**Supply network**

Drawn at 1.5 px/micron. Pins as bars on the die edge. Tap cells in grey.
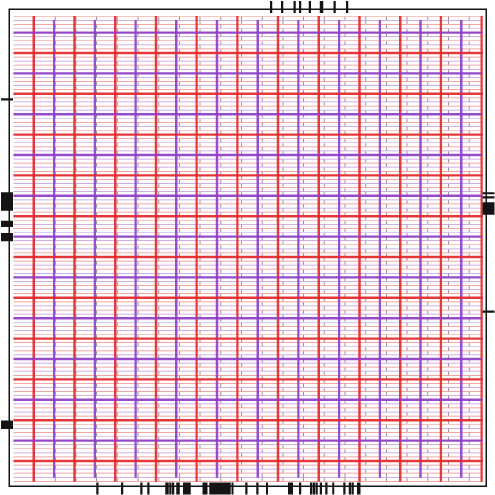
**Placed cells, one colour a class**

Drawn at 1.5 px/micron. Fill, decap, tap and diode cells in grey.
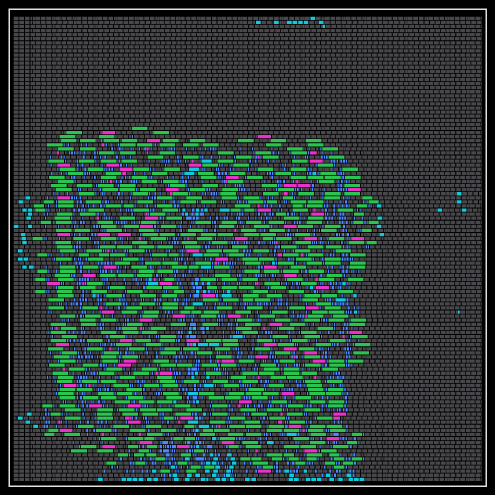
**Routed clock nets over the placement**

Drawn at 1 px/micron.
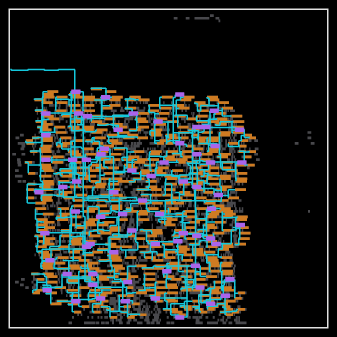
**Wiring by layer**

Drawn at 1.5 px/micron.
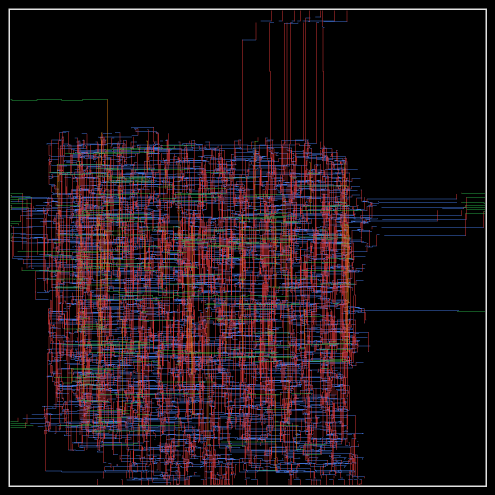
**Congestion heat map**

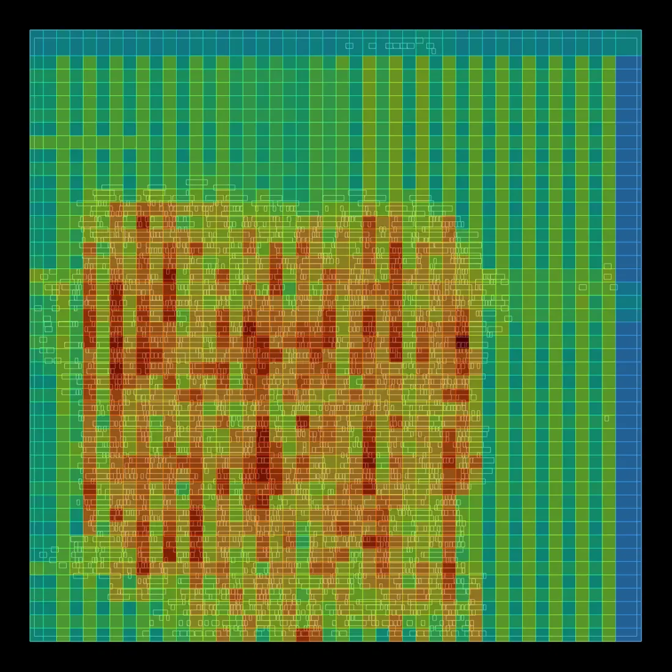
File: src/rtl/apb_slave_regfile_if.sv
// ---------------------------------------------------------------------------
// apb_slave_regfile_if
//   APB bus bundle between a master and the apb_slave_regfile completer.
//
//   Signals:
//     paddr       master -> slave  byte address
//     psel        master -> slave  slave select
//     penable     master -> slave  access phase indicator
//     pwrite      master -> slave  1 = write, 0 = read
//     pwdata      master -> slave  write data
//     wait_cycles master -> slave  wait states for the next transfer
//     pstrb       master -> slave  byte-lane write strobes (APB_SLAVE_WSTRB_EN only)
//     prdata      slave -> master  read data
//     pready      slave -> master  transfer completion
//     pslverr     slave -> master  error response
//
//   Optional feature macro: APB_SLAVE_WSTRB_EN (adds pstrb).
// ---------------------------------------------------------------------------
interface apb_slave_regfile_if #(
    parameter int unsigned APB_ADDR_WIDTH = 16,
    parameter int unsigned APB_DATA_WIDTH = 32
);
    logic [APB_ADDR_WIDTH-1:0]   paddr;
    logic                        psel;
    logic                        penable;
    logic                        pwrite;
    logic [APB_DATA_WIDTH-1:0]   pwdata;
    logic [3:0]                  wait_cycles;
`ifdef APB_SLAVE_WSTRB_EN
    logic [APB_DATA_WIDTH/8-1:0] pstrb;
`endif
    logic [APB_DATA_WIDTH-1:0]   prdata;
    logic                        pready;
    logic                        pslverr;

`ifdef APB_SLAVE_WSTRB_EN
    modport master (
        output paddr, psel, penable, pwrite, pwdata, wait_cycles, pstrb,
        input  prdata, pready, pslverr
    );
    modport slave (
        input  paddr, psel, penable, pwrite, pwdata, wait_cycles, pstrb,
        output prdata, pready, pslverr
    );
`else
    modport master (
        output paddr, psel, penable, pwrite, pwdata, wait_cycles,
        input  prdata, pready, pslverr
    );
    modport slave (
        input  paddr, psel, penable, pwrite, pwdata, wait_cycles,
        output prdata, pready, pslverr
    );
`endif
endinterface

File: src/rtl/apb_slave_regfile.sv
// ---------------------------------------------------------------------------
// apb_slave_regfile
//   APB completer terminating transfers into a small word-addressed register
//   file. Each transfer carries its own wait-state count (sampled in the
//   setup phase). Addresses below BASE_ADDR, misaligned addresses and
//   addresses past the last register complete with pslverr=1; erroring
//   writes leave the registers untouched and erroring reads return 0.
//
//   Ports:
//     clk   input   clock, all logic on the rising edge
//     rstn  input   synchronous active-low reset
//     bus   slave modport of apb_slave_regfile_if
//             (paddr, psel, penable, pwrite, pwdata, wait_cycles[, pstrb]
//              in; prdata, pready, pslverr out, all outputs from flops)
//
//   Parameters:
//     APB_ADDR_WIDTH  width of paddr
//     APB_DATA_WIDTH  data width, 8, 16 or 32
//     REG_NUM         number of registers, 1..256
//     BASE_ADDR       byte address of register 0, word aligned
//
//   Optional feature macro: APB_SLAVE_WSTRB_EN
//     defined   : writes update only byte lanes whose pstrb bit is set
//     undefined : every write updates all byte lanes
// ---------------------------------------------------------------------------
module apb_slave_regfile #(
    parameter int unsigned APB_ADDR_WIDTH = 16,
    parameter int unsigned APB_DATA_WIDTH = 32,
    parameter int unsigned REG_NUM        = 16,
    parameter int unsigned BASE_ADDR      = 0
) (
    input logic                clk,
    input logic                rstn,
    apb_slave_regfile_if.slave bus
);

    localparam int unsigned NBYTES  = APB_DATA_WIDTH / 8;
    localparam int unsigned BYTE_SH = (NBYTES > 1) ? $clog2(NBYTES) : 0;
    localparam int unsigned IDX_W   = (REG_NUM > 1) ? $clog2(REG_NUM) : 1;
    // Wide enough to hold both any word index and REG_NUM (<= 256).
    localparam int unsigned CMP_W   = APB_ADDR_WIDTH + 9;

    localparam logic [APB_ADDR_WIDTH-1:0] ALIGN_MASK = APB_ADDR_WIDTH'(NBYTES - 1);
    localparam logic [APB_ADDR_WIDTH-1:0] BASE       = APB_ADDR_WIDTH'(BASE_ADDR);

    typedef enum logic [1:0] {
        ST_IDLE,
        ST_WAIT,
        ST_READY
    } state_t;

    state_t state_q, state_d;

    // Transfer context latched in the setup phase.
    logic [3:0]                cnt_q;
    logic                      wr_q;
    logic                      err_q;
    logic [IDX_W-1:0]          idx_q;
    logic [APB_DATA_WIDTH-1:0] wdata_q;
    logic [NBYTES-1:0]         strb_q;

    // Register file and registered outputs.
    logic [APB_DATA_WIDTH-1:0] rf_q [REG_NUM];
    logic [APB_DATA_WIDTH-1:0] prdata_q;
    logic                      pready_q;
    logic                      pslverr_q;

    // Setup-phase address decode.
    logic                      setup;
    logic [APB_ADDR_WIDTH:0]   offset_ext;
    logic                      below_base;
    logic                      misaligned;
    logic [APB_ADDR_WIDTH-1:0] word_idx;
    logic                      out_of_range;
    logic                      addr_err;
    logic [IDX_W-1:0]          idx_d;
    logic [APB_DATA_WIDTH-1:0] rd_word;
    logic [NBYTES-1:0]         strb_d;
    logic                      err_next;
    logic                      commit;

    assign bus.prdata  = prdata_q;
    assign bus.pready  = pready_q;
    assign bus.pslverr = pslverr_q;

    assign setup = (state_q == ST_IDLE) && bus.psel && !bus.penable;

    // The extra MSB of the subtraction is the borrow, so addresses below the
    // base are flagged instead of wrapping around into a valid index.
    assign offset_ext   = {1'b0, bus.paddr} - {1'b0, BASE};
    assign below_base   = offset_ext[APB_ADDR_WIDTH];
    assign misaligned   = |(bus.paddr & ALIGN_MASK);
    assign word_idx     = offset_ext[APB_ADDR_WIDTH-1:0] >> BYTE_SH;
    assign out_of_range = CMP_W'(word_idx) >= CMP_W'(REG_NUM);
    assign addr_err     = below_base || misaligned || out_of_range;
    assign idx_d        = IDX_W'(word_idx);

    // Only dereference the array when the index is known to be in range.
    always_comb begin
        rd_word = '0;
        if (!addr_err) begin
            rd_word = rf_q[idx_d];
        end
    end

`ifdef APB_SLAVE_WSTRB_EN
    assign strb_d = bus.pstrb;
`else
    assign strb_d = '1;
`endif

    // Error flag that will be valid in the cycle after this edge. A zero-wait
    // transfer reaches READY on the setup edge itself, before err_q is loaded.
    assign err_next = setup ? addr_err : err_q;

    assign commit = (state_q == ST_READY) && bus.psel && bus.penable
                    && wr_q && !err_q;

    // ------------------------------------------------------------------
    // FSM: state register
    // ------------------------------------------------------------------
    always_ff @(posedge clk) begin
        if (!rstn) begin
            state_q <= ST_IDLE;
        end else begin
            state_q <= state_d;
        end
    end

    // ------------------------------------------------------------------
    // FSM: next state
    // ------------------------------------------------------------------
    always_comb begin
        state_d = state_q;
        unique case (state_q)
            ST_IDLE: begin
                if (setup) begin
                    state_d = (bus.wait_cycles == 4'd0) ? ST_READY : ST_WAIT;
                end
            end
            ST_WAIT: begin
                if (!bus.psel) begin
                    state_d = ST_IDLE;
                end else if (cnt_q == 4'd1) begin
                    state_d = ST_READY;
                end
            end
            ST_READY: begin
                state_d = ST_IDLE;
            end
            default: begin
                state_d = ST_IDLE;
            end
        endcase
    end

    // ------------------------------------------------------------------
    // Transfer context, wait counter and registered outputs
    // ------------------------------------------------------------------
    always_ff @(posedge clk) begin
        if (!rstn) begin
            cnt_q     <= '0;
            wr_q      <= 1'b0;
            err_q     <= 1'b0;
            idx_q     <= '0;
            wdata_q   <= '0;
            strb_q    <= '0;
            prdata_q  <= '0;
            pready_q  <= 1'b0;
            pslverr_q <= 1'b0;
        end else begin
            if (setup) begin
                cnt_q   <= bus.wait_cycles;
                wr_q    <= bus.pwrite;
                err_q   <= addr_err;
                idx_q   <= idx_d;
                wdata_q <= bus.pwdata;
                strb_q  <= strb_d;
                if (!bus.pwrite) begin
                    prdata_q <= rd_word;
                end
            end else if (state_q == ST_WAIT) begin
                cnt_q <= cnt_q - 4'd1;
            end

            pready_q  <= (state_d == ST_READY);
            pslverr_q <= (state_d == ST_READY) && err_next;
        end
    end

    // ------------------------------------------------------------------
    // Register file: cleared on reset, written at the end of READY
    // ------------------------------------------------------------------
    always_ff @(posedge clk) begin
        if (!rstn) begin
            for (int unsigned i = 0; i < REG_NUM; i++) begin
                rf_q[i] <= '0;
            end
        end else if (commit) begin
            for (int unsigned b = 0; b < NBYTES; b++) begin
                if (strb_q[b]) begin
                    rf_q[idx_q][b*8 +: 8] <= wdata_q[b*8 +: 8];
                end
            end
        end
    end

endmodule

File: src/flat_wrapper.sv
// flat-port wrapper written by rule: the top's interface ports become plain ports
module apb_slave_regfile_flat 
#(
    parameter int unsigned APB_ADDR_WIDTH = 16,
    parameter int unsigned APB_DATA_WIDTH = 32,
    parameter int unsigned REG_NUM        = 16,
    parameter int unsigned BASE_ADDR      = 0
)
  (clk, rstn, bus_paddr, bus_psel, bus_penable, bus_pwrite, bus_pwdata, bus_wait_cycles, bus_prdata, bus_pready, bus_pslverr);
  apb_slave_regfile_if #(.APB_ADDR_WIDTH(APB_ADDR_WIDTH), .APB_DATA_WIDTH(APB_DATA_WIDTH)) bus_i ();
  input logic clk;
  input logic rstn;
  input wire logic [$bits(bus_i.paddr)-1:0] bus_paddr;
  input wire logic [$bits(bus_i.psel)-1:0] bus_psel;
  input wire logic [$bits(bus_i.penable)-1:0] bus_penable;
  input wire logic [$bits(bus_i.pwrite)-1:0] bus_pwrite;
  input wire logic [$bits(bus_i.pwdata)-1:0] bus_pwdata;
  input wire logic [$bits(bus_i.wait_cycles)-1:0] bus_wait_cycles;
  output wire logic [$bits(bus_i.prdata)-1:0] bus_prdata;
  output wire logic [$bits(bus_i.pready)-1:0] bus_pready;
  output wire logic [$bits(bus_i.pslverr)-1:0] bus_pslverr;
  assign bus_i.paddr = bus_paddr;
  assign bus_i.psel = bus_psel;
  assign bus_i.penable = bus_penable;
  assign bus_i.pwrite = bus_pwrite;
  assign bus_i.pwdata = bus_pwdata;
  assign bus_i.wait_cycles = bus_wait_cycles;
  assign bus_prdata = bus_i.prdata;
  assign bus_pready = bus_i.pready;
  assign bus_pslverr = bus_i.pslverr;
  apb_slave_regfile #(.APB_ADDR_WIDTH(APB_ADDR_WIDTH), .APB_DATA_WIDTH(APB_DATA_WIDTH), .REG_NUM(REG_NUM), .BASE_ADDR(BASE_ADDR)) u_core (.clk(clk), .rstn(rstn), .bus(bus_i));
endmodule
File: config.mk
export PLATFORM = sky130hd
export DESIGN_NAME = apb_slave_regfile_flat
export DESIGN_NICKNAME = d
export VERILOG_FILES = /design/src/rtl/apb_slave_regfile_if.sv /design/src/rtl/apb_slave_regfile.sv /design/src/flat_wrapper.sv
export SDC_FILE = /design/constraint.sdc
export NUM_CORES = 1
export LEC_CHECK = 0
export ABC_AREA = 1
export CAP_MARGIN = 10
export CORE_MARGIN = 2
export CORE_UTILIZATION = 26
export CTS_CLUSTER_SIZE = 10
export DETAILED_ROUTE_END_ITERATION = 8
export SETUP_SLACK_MARGIN = 0.1
export SLEW_MARGIN = 20
export SYNTH_ARGS = -nofsm -noshare
export SYNTH_HDL_FRONTEND = slang
export SYNTH_SLANG_ARGS = --single-unit
File: constraint.sdc
create_clock -name clk -period 4.5 [get_ports clk]
set_input_delay 0.9 -clock clk [delete_from_list [all_inputs] [get_ports clk]]
set_output_delay 0.9 -clock clk [all_outputs]
set_load 0.01 [all_outputs]
==> CHANGELOG.md <==
## Flow update

* Outcome: completed
* Residual DRC count at 0
* Hold WC Path Type: flip-flop to flip-flop
* Final worst slack at 1.86 ns
* Complex Gates by Area at 1.68%
* Area leader, netlist: edfxtp_1
* Via density at 4.66
* Post_cts resized at 0
* DP Area at 27,700 sq um
* Std cell rows at 114
* Adder Share, Synth at 0.0983%
* H-tree depth at 3
* Post-DP HPWL at 43.4 mm
* Worst-margin pin slew at 1.10 ns
* Commonest cells in the netlist: nand2_1, nor2_1, edfxtp_1, nand3_1, clkbuf_1
* Sequential share of the synthesized area at 66.6%
* Final hold slack at 0.452 ns
* Core Util at FP at 26.3%
* Clk power at 5150 uW
* Grt ovf at 0
* Ys cells at 2,609
* Non-clock buffers at 140
* Most frequent logic cell in the layout: nand2_1
* Top Layer Used: met4
* Synth Area in XOR/XNOR at 0.0688%
* R2R depth at 5
* Post-CTS Hold Buffers at 0
* Register area at 17,000 sq um
* CTS Buf Count at 69
* CP max-delay cell: clkdlybuf4s50_1
* Max-cap violations at 0
* WP buf/inv at 1
* Tapcell Cnt at 1,276
* Final cell count without fillers at 3,944
* Clock buffer count at 122
* CP arrival at 1.74 ns
* RSZ-0062 raised after global routing: no
* CP Cell Sequence: clkdlybuf4s50_1
* Worst-path fanout max at 2
* Top Layout Cells: nand2_1, nor2_1, edfxtp_1
* Fin Setup TNS at 0 ns
* Top reg by flops: u_core.rf_q
* CP Capture Point: bus_prdata[25]
* Met2 wire length at 36.0 mm
* Max FFs per register at 512
* CTS tree: yes
* Critical Path Stages at 1
* # IOs at 91
* Number of routed nets with antenna violations at 0
* Antenna Cells at 0
* Async set-reset flop share out of synthesis at 0%
* FF+latch count, synth at 591
* CTS Root Cell: clkbuf_16
* Area fraction of clock buffers and clock inverters at 6.82%
* Seq/total area at 56.9%
* Die W at 317 microns
* Worst hold stages at 2
* Hold path startpoint: u_core.bus.prdata[16]
* WS Path Type: flip-flop to output pin
* Main flop type: edfxtp_1
* Top non-seq family: simple AND/OR/NAND/NOR gates
* P per Cell Area at 410 nW/um^2
* Maximum VDD drop at 0.229 mV
* Logic power comb at 894 uW
* Synthesized area at 25,500 sq um
* Logic area at 7440 sq um
* Flop-to-flop setup slack at 1.99 ns
* Top power group: registers
* Registers at 591
* DR WL met3 at 4.48 mm
* EDFF count, synth at 512
* Worst EP required at 3.60 ns
* Maximum clock frequency at 379 MHz
* Largest net degree at the start of global routing at 196
* Final worst path period share at 58.7%
* CP Capture Type: output pin
* Reg clk slew, reported paths at 0.05 ns
* Simple share at 27.1%
* OpenROAD warning count at 33
* Clock skew at 0.0248 ns
* Synthesis warning total at 0
* Top delay family on crit path: buffers and inverters
* Synth top cell by count: nand2_1
* Hold Fails Final Rpt at 0
* DP Worst Slack at 1.34 ns
* Max-slew headroom at 26.7%
* Initial antenna violation count at 0
* Latency at later pin at 0.61 ns
* Combinational share of power at 7.3%
* Clk sinks at 591
* Switching share of power at 23.6%
* Worst Setup SP: u_core.bus.prdata[25]
* Vias in the first global route at 17.8k
* Multi-In Gates at 1,741
* Area grow syn2layout at 16.9%
* RR Startpoint: u_core.idx_q[1]
* Biggest area cells: edfxtp_1, nand3_1, nand2_1
* Biggest Area Class: registers
* Multi-input combinational area share at 25.0%
* Crit start category: flip-flop
* P_int at 9340 uW
* Clock network fraction of total power at 42.1%
* Switch Pwr at 2880 uW
* Syn_nets at 2,668
* Share of cells above drive strength 1 at 6.22%
* Crit Reg-Reg Endpoint: u_core.rf_q[14][1]
* Flop pwr share at 50.5%
* WHS Endpoint: u_core.bus.prdata[16]
* Post-layout net count at 2,671
* Chip Area at 100,000 sq um
* Syn Inst Count at 2,609
* Mean Syn Cell Area at 9.76 sq um
* Inverters at 69
* Height of the die at 317 microns
* Tot Pwr at 12,200 uW
* CTS max path bufs at 3
* Port Buffers at 90
* Non-clock buffer share at 5.00%
* Placed Cells at 3,817
* Setup Buffers After CTS at 0
* TritonRoute pass-1 iters at 8
-- 'supply network' (at the start) --
[VSS] red
[VDD] purple
signal pins: 91
met4 straps: 23

-- 'placed cells, one colour a class' (at the start) --
[remaining buffers and delay cells] cyan | cells: 140 | share of their area: 5.3%
[registers] green | cells: 591 | share of their area: 60%
[remaining logic cells] blue | cells: 1,810 | share of their area: 27%
[clock drivers and dummy loads] magenta | cells: 127 | share of their area: 7.2%
Core Util, Final: 30.7%
Core Box Area: 96,900 sq um
final cell area excluding filler cells: 29,800 sq um

-- 'routed clock nets over the placement' (at the start) --
[flip-flops] orange | count: 591
[clock-net drivers] purple | count: 69
[clock wires] cyan | length: 7,520 microns
routed clock nets: 70

-- 'wiring by layer' (at the start) --
[M1] blue | wire length: 29.9 mm
[M3] green | wire length: 4,480 microns
[M4] orange | wire length: 2,280 microns
[M2] red | wire length: 36.0 mm
vias: 18.4k
DRT Wirelength: 72.7 mm
Global Route Usage Sum: 14.5%
WL per Instance: 18.4 microns

-- 'congestion heat map' (at the start) --
M1 GR Usage: 18.8%
Most Crowded Layer GR: met2
met2 global-route usage: 24.6%
met3 Use GR: 1.81%

No activity file was given, so power comes from the tool's default toggle rates.
